==> config.mk <==
export PLATFORM = sky130hd
export DESIGN_NAME = i2c_cmd_ctrl_flat
export DESIGN_NICKNAME = d
export VERILOG_FILES = /design/src/rtl/i2c_cmd_ctrl_if.sv /design/src/rtl/i2c_cmd_ctrl.sv /design/src/flat_wrapper.sv
export SDC_FILE = /design/constraint.sdc
export NUM_CORES = 1
export LEC_CHECK = 0
export ABC_CLOCK_PERIOD_IN_PS = 6300
export CAP_MARGIN = 20
export CORE_ASPECT_RATIO = 1.75
export CORE_MARGIN = 2
export CORE_UTILIZATION = 59
export DETAILED_ROUTE_END_ITERATION = 6
export PLACE_DENSITY_LB_ADDON = 0.2
export SYNTH_ARGS = -nofsm -noshare
export SYNTH_HDL_FRONTEND = slang
export SYNTH_SLANG_ARGS = --single-unit
==> constraint.sdc <==
create_clock -name i_clk -period 6.3 [get_ports i_clk]
set_input_delay 1.26 -clock i_clk [delete_from_list [all_inputs] [get_ports i_clk]]
set_output_delay 1.26 -clock i_clk [all_outputs]
set_load 0.01 [all_outputs]
==> src/rtl/i2c_cmd_ctrl_if.sv <==
// Command handshake between the instruction decoder (master) and i2c_cmd_ctrl (slave).
// Keeps the controller's documented pin names so both sides read the same way.
interface i2c_cmd_ctrl_if;
    logic       i_cmd_valid;
    logic [1:0] i_cmd;
    logic [7:0] i_data;
    logic       o_cmd_ready;
    logic       o_busy;
    logic       o_done;
    logic       o_err;
    logic       o_nack;

    modport master (
        output i_cmd_valid, i_cmd, i_data,
        input  o_cmd_ready, o_busy, o_done, o_err, o_nack
    );

    modport slave (
        input  i_cmd_valid, i_cmd, i_data,
        output o_cmd_ready, o_busy, o_done, o_err, o_nack
    );
endinterface

==> src/rtl/i2c_cmd_ctrl.sv <==
// Sequences START / WRITE / STOP on an open-drain I2C bus with quarter-period SCL timing.
// Optional slave clock stretching is compiled in with I2C_CLK_STRETCH_EN.
module i2c_cmd_ctrl #(
    parameter int unsigned CLK_DIV = 125
) (
    input  logic          i_clk,
    input  logic          i_rst,
    i2c_cmd_ctrl_if.slave cmd,
    output logic          o_scl,
    output logic          o_sda_oe,
    input  logic          i_sda,
    input  logic          i_scl
);
    localparam int unsigned    CNT_W    = $clog2(CLK_DIV);
    localparam logic [CNT_W-1:0] CNT_LAST = CNT_W'(CLK_DIV - 1);

    typedef enum logic [2:0] {
        ST_IDLE, ST_START, ST_WRITE, ST_ACK, ST_STOP, ST_DONE
    } state_e;

    typedef enum logic [1:0] {
        CMD_START = 2'b00,
        CMD_WRITE = 2'b01,
        CMD_STOP  = 2'b10,
        CMD_RSVD  = 2'b11
    } cmd_e;

    state_e           state_q, state_d;
    logic [CNT_W-1:0] cnt_q, cnt_d;
    logic [1:0]       qtr_q, qtr_d;
    logic [2:0]       bit_q, bit_d;
    logic [7:0]       data_q, data_d;
    logic             held_q, held_d;
    logic             err_q, err_d;
    logic             ack_q, ack_d;
    logic             nack_q, nack_d;
    logic             scl_q, scl_d;
    logic             sda_oe_q, sda_oe_d;
    logic             sda_s1_q, sda_s2_q;

    logic busy, accept, advance, quarter_end, phase_end;

    assign busy        = (state_q == ST_START) || (state_q == ST_WRITE) ||
                         (state_q == ST_ACK)   || (state_q == ST_STOP);
    assign accept      = cmd.i_cmd_valid && !busy;
    assign quarter_end = (cnt_q == CNT_LAST);
    assign phase_end   = quarter_end && (qtr_q == 2'd3);

`ifdef I2C_CLK_STRETCH_EN
    logic scl_s1_q, scl_s2_q;

    always_ff @(posedge i_clk) begin
        if (i_rst) begin
            scl_s1_q <= 1'b1;
            scl_s2_q <= 1'b1;
        end else begin
            scl_s1_q <= i_scl;
            scl_s2_q <= scl_s1_q;
        end
    end

    // A slave holding SCL low freezes the count at the start of the high quarters.
    assign advance = !(((qtr_q == 2'd1) || (qtr_q == 2'd2)) && (cnt_q == '0) && !scl_s2_q);
`else
    logic unused_scl;
    assign unused_scl = i_scl;
    assign advance    = 1'b1;
`endif

    always_ff @(posedge i_clk) begin
        if (i_rst) begin
            state_q  <= ST_IDLE;
            cnt_q    <= '0;
            qtr_q    <= '0;
            bit_q    <= '0;
            data_q   <= '0;
            held_q   <= 1'b0;
            err_q    <= 1'b0;
            ack_q    <= 1'b0;
            nack_q   <= 1'b0;
            scl_q    <= 1'b1;
            sda_oe_q <= 1'b0;
            sda_s1_q <= 1'b1;
            sda_s2_q <= 1'b1;
        end else begin
            // NOTE: non-blocking everywhere here so every register samples pre-edge values.
            state_q  <= state_d;
            cnt_q    <= cnt_d;
            qtr_q    <= qtr_d;
            bit_q    <= bit_d;
            data_q   <= data_d;
            held_q   <= held_d;
            err_q    <= err_d;
            ack_q    <= ack_d;
            nack_q   <= nack_d;
            scl_q    <= scl_d;
            sda_oe_q <= sda_oe_d;
            sda_s1_q <= i_sda;
            sda_s2_q <= sda_s1_q;
        end
    end

    always_comb begin
        // NOTE: every output of this block gets a default first, so no latch is inferred.
        state_d  = state_q;
        cnt_d    = cnt_q;
        qtr_d    = qtr_q;
        bit_d    = bit_q;
        data_d   = data_q;
        held_d   = held_q;
        err_d    = err_q;
        ack_d    = ack_q;
        nack_d   = nack_q;
        scl_d    = scl_q;
        sda_oe_d = sda_oe_q;

        if (accept) begin
            cnt_d  = '0;
            qtr_d  = '0;
            bit_d  = '0;
            data_d = cmd.i_data;
            err_d  = 1'b0;
            case (cmd_e'(cmd.i_cmd))
                CMD_START: state_d = ST_START;
                CMD_WRITE: begin
                    state_d = held_q ? ST_WRITE : ST_DONE;
                    err_d   = !held_q;
                end
                CMD_STOP: begin
                    state_d = held_q ? ST_STOP : ST_DONE;
                    err_d   = !held_q;
                end
                default: begin
                    state_d = ST_DONE;
                    err_d   = 1'b1;
                end
            endcase
        end else if (busy) begin
            if (advance) begin
                if (quarter_end) begin
                    cnt_d = '0;
                    qtr_d = qtr_q + 2'd1;
                end else begin
                    cnt_d = cnt_q + CNT_W'(1);
                end
                if ((state_q == ST_ACK) && (qtr_q == 2'd2) && quarter_end) begin
                    ack_d = sda_s2_q;
                end
                if (phase_end) begin
                    case (state_q)
                        ST_START: begin
                            state_d = ST_DONE;
                            held_d  = 1'b1;
                        end
                        ST_WRITE: begin
                            data_d = {data_q[6:0], 1'b0};
                            bit_d  = bit_q + 3'd1;
                            if (bit_q == 3'd7) begin
                                state_d = ST_ACK;
                            end
                        end
                        ST_ACK: begin
                            state_d = ST_DONE;
                            nack_d  = ack_q;
                        end
                        ST_STOP: begin
                            state_d = ST_DONE;
                            held_d  = 1'b0;
                        end
                        default: ;
                    endcase
                end
            end
        end else if (state_q == ST_DONE) begin
            state_d = ST_IDLE;
        end

        // Pin levels follow the next state so the registered lines switch with the quarter.
        case (state_d)
            ST_START: begin
                case (qtr_d)
                    2'd0: sda_oe_d = 1'b0;
                    2'd1: begin
                        scl_d    = 1'b1;
                        sda_oe_d = 1'b0;
                    end
                    2'd2: begin
                        scl_d    = 1'b1;
                        sda_oe_d = 1'b1;
                    end
                    default: begin
                        scl_d    = 1'b0;
                        sda_oe_d = 1'b1;
                    end
                endcase
            end
            ST_WRITE: begin
                scl_d    = (qtr_d == 2'd1) || (qtr_d == 2'd2);
                sda_oe_d = !data_d[7];
            end
            ST_ACK: begin
                scl_d    = (qtr_d == 2'd1) || (qtr_d == 2'd2);
                sda_oe_d = 1'b0;
            end
            ST_STOP: begin
                scl_d    = (qtr_d != 2'd0);
                sda_oe_d = (qtr_d < 2'd2);
            end
            default: ;
        endcase
    end

    assign cmd.o_cmd_ready = !busy;
    assign cmd.o_busy      = busy;
    assign cmd.o_done      = (state_q == ST_DONE);
    assign cmd.o_err       = (state_q == ST_DONE) && err_q;
    assign cmd.o_nack      = nack_q;
    assign o_scl           = scl_q;
    assign o_sda_oe        = sda_oe_q;
endmodule

==> src/flat_wrapper.sv <==
// flat-port wrapper written by rule: the top's interface ports become plain ports
module i2c_cmd_ctrl_flat 
#(
    parameter int unsigned CLK_DIV = 125
)
  (i_clk, i_rst, o_scl, o_sda_oe, i_sda, i_scl, cmd_i_cmd_valid, cmd_i_cmd, cmd_i_data, cmd_o_cmd_ready, cmd_o_busy, cmd_o_done, cmd_o_err, cmd_o_nack);
  i2c_cmd_ctrl_if cmd_i ();
  input  logic i_clk;
  input  logic i_rst;
  output logic o_scl;
  output logic o_sda_oe;
  input  logic i_sda;
  input  logic i_scl;
  input wire logic [$bits(cmd_i.i_cmd_valid)-1:0] cmd_i_cmd_valid;
  input wire logic [$bits(cmd_i.i_cmd)-1:0] cmd_i_cmd;
  input wire logic [$bits(cmd_i.i_data)-1:0] cmd_i_data;
  output wire logic [$bits(cmd_i.o_cmd_ready)-1:0] cmd_o_cmd_ready;
  output wire logic [$bits(cmd_i.o_busy)-1:0] cmd_o_busy;
  output wire logic [$bits(cmd_i.o_done)-1:0] cmd_o_done;
  output wire logic [$bits(cmd_i.o_err)-1:0] cmd_o_err;
  output wire logic [$bits(cmd_i.o_nack)-1:0] cmd_o_nack;
  assign cmd_i.i_cmd_valid = cmd_i_cmd_valid;
  assign cmd_i.i_cmd = cmd_i_cmd;
  assign cmd_i.i_data = cmd_i_data;
  assign cmd_o_cmd_ready = cmd_i.o_cmd_ready;
  assign cmd_o_busy = cmd_i.o_busy;
  assign cmd_o_done = cmd_i.o_done;
  assign cmd_o_err = cmd_i.o_err;
  assign cmd_o_nack = cmd_i.o_nack;
  i2c_cmd_ctrl #(.CLK_DIV(CLK_DIV)) u_core (.i_clk(i_clk), .i_rst(i_rst), .cmd(cmd_i), .o_scl(o_scl), .o_sda_oe(o_sda_oe), .i_sda(i_sda), .i_scl(i_scl));
endmodule
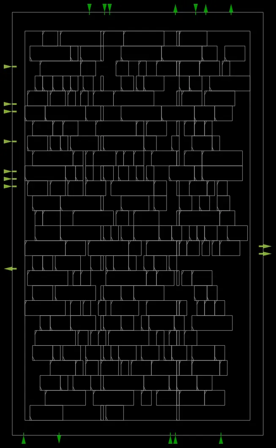
Fig. 1. Cell placement.
Final Non-Filler Cells: 250
site row count: 26

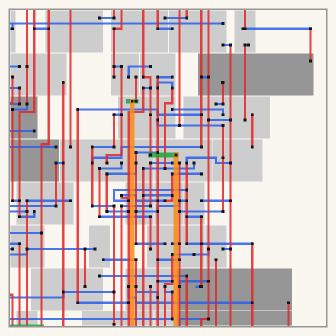
Fig. 2. Close-up of the layout.
Window x 24 to 44, y 48 to 68 um. Cells in gray, sequential cells in the stronger gray; small squares are vias.
color	layer
green	met3
red	met2
orange	met4
blue	met1
cells with their middle in the window	24
most frequent	clkdlybuf4s50_1 (3)
netlist names of flops here include	u_core.o_sda_oe (1), u_core.state_q (1)
sequential cells in the window	2

==> results.py <==
# Physical implementation metrics
metrics = {
    "run": {
        "maxCapViolCount": 0,
        "warnings": 33,
    },
    "layout": {
        "drive_gt1_share_pct": 8.559,
        "buffer_area_share_pct": 10.12,
        "seq_area_share_pct": 30.23,
        "n_all_buffers": 21,
        "ff_count": 31,
        "fillCellCount": 248,
    },
    "pwr": {
        "power_frac_comb_pct": 20.1,
        "intPower_w": 0.0003255,
        "vdd_drop_max_mv": 0.2387,
    },
    "cts": {
        "cts_tree": "built",
        "cts_max_path_buffers": 2,
        "postCtsSetupRepairBufs": 0,
        "htreeDepth": 2,
        "cts_root_buffer": "clkbuf_8",
    },
    "sta": {
        "slew_headroom_pct": 41.93,
        "slew_violations": 0,
        "finalSetupViolations": 0,
        "hold_viol": 0,
        "rsz0062_at_grt": "false",
        "post-route-period-util_pct": 55.98,
    },
    "placement": {
        "port_buffers": 20,
        "place_area_sq_mm": 0.001972,
    },
    "logic_synthesis": {
        "ys_sh_adder_pct": 8.392,
        "syn_avg_cell_area_sq_um": 8.858,
        "synthesis.nets": 229,
        "yosys_warnings": 0,
        "yosysTopAreaCell": "dfxtp_1",
        "ys_sh_simple_pct": 24.48,
        "ys_types": 50,
        "ys_ff": 31,
        "top_cell": "dfxtp_1",
        "ys_sh_xor_pct": 3.916,
        "yosys-stat-area_sq_mm": 0.001789,
        "synthAoiAreaFrac_pct": 18.18,
    },
    "global_routing": {
        "grt-ovfl-total": 0,
        "grt_pass1_vias": 1589,
        "grt_pass1_wl_mm": 6.975,
    },
    "route": {
        "dr.first_iter.drc_count": 49,
    },
    "die": {
        "well_tap_count": 28,
        "io_pins": 22,
    },
    "status": {
        "status": "finished, final reports clean",
    },
    "critical_path": {
        "crit_type": "in2reg",
        "path_cells": "clkdlybuf4s50_1 -> inv_1 -> ha_1 -> or2_1 -> o221a_1 -> or3_1 -> a2111oi_1 -> a41o_1 -> o41ai_2",
    },
}
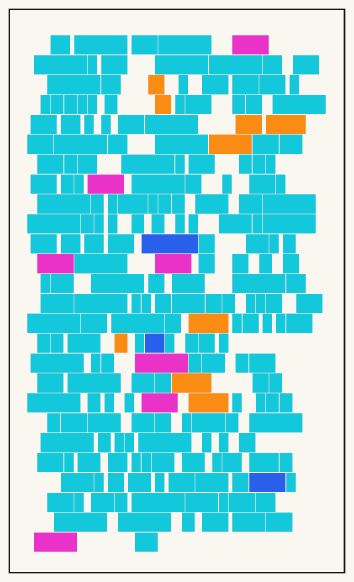
Fig. 3. Cell sizes after repair.
color	size	cells	share
cyan	drive 1 or less	203	91%
blue	drive 3 to 4	3	1.4%
magenta	drive 6 and up	7	3.2%
orange	drive 2	9	4.1%

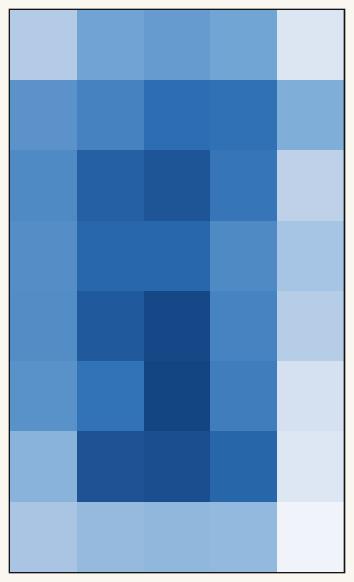
Fig. 4. Cell density map.
5 x 8 tiles, from white (low) to dark blue (high), 0 to 100% covered.
fullest tile	92%
mean over tiles	58%
tiles over 75% full	28%

## how the worst max path moves through the flow
stage                             from               to  slack (ns)
after floorplan           cmd_i_cmd[0]     u_core.o_scl        3.20
after global placement    cmd_i_cmd[0]     u_core.o_scl        2.59
after detailed placement  cmd_i_cmd[0]     u_core.o_scl        2.52
after CTS                 cmd_i_cmd[0]     u_core.o_scl        2.81
after global routing      cmd_i_cmd[1]  u_core.o_sda_oe        2.54
final                     cmd_i_cmd[0]     u_core.o_scl        2.77
## layer usage
layer	routed length, um	global-route usage [%]	part of all wire [%]	vias to the layer above
li1	-	-	-	756
met2	2366	46.90	58	37
met3	134	8.000	3.3	11
met5	0	0	0	-
met1	1454	26.60	36	765
met4	93	13.24	2.3	0
Power figures rest on the tool's default switching activity, not on a simulated workload.
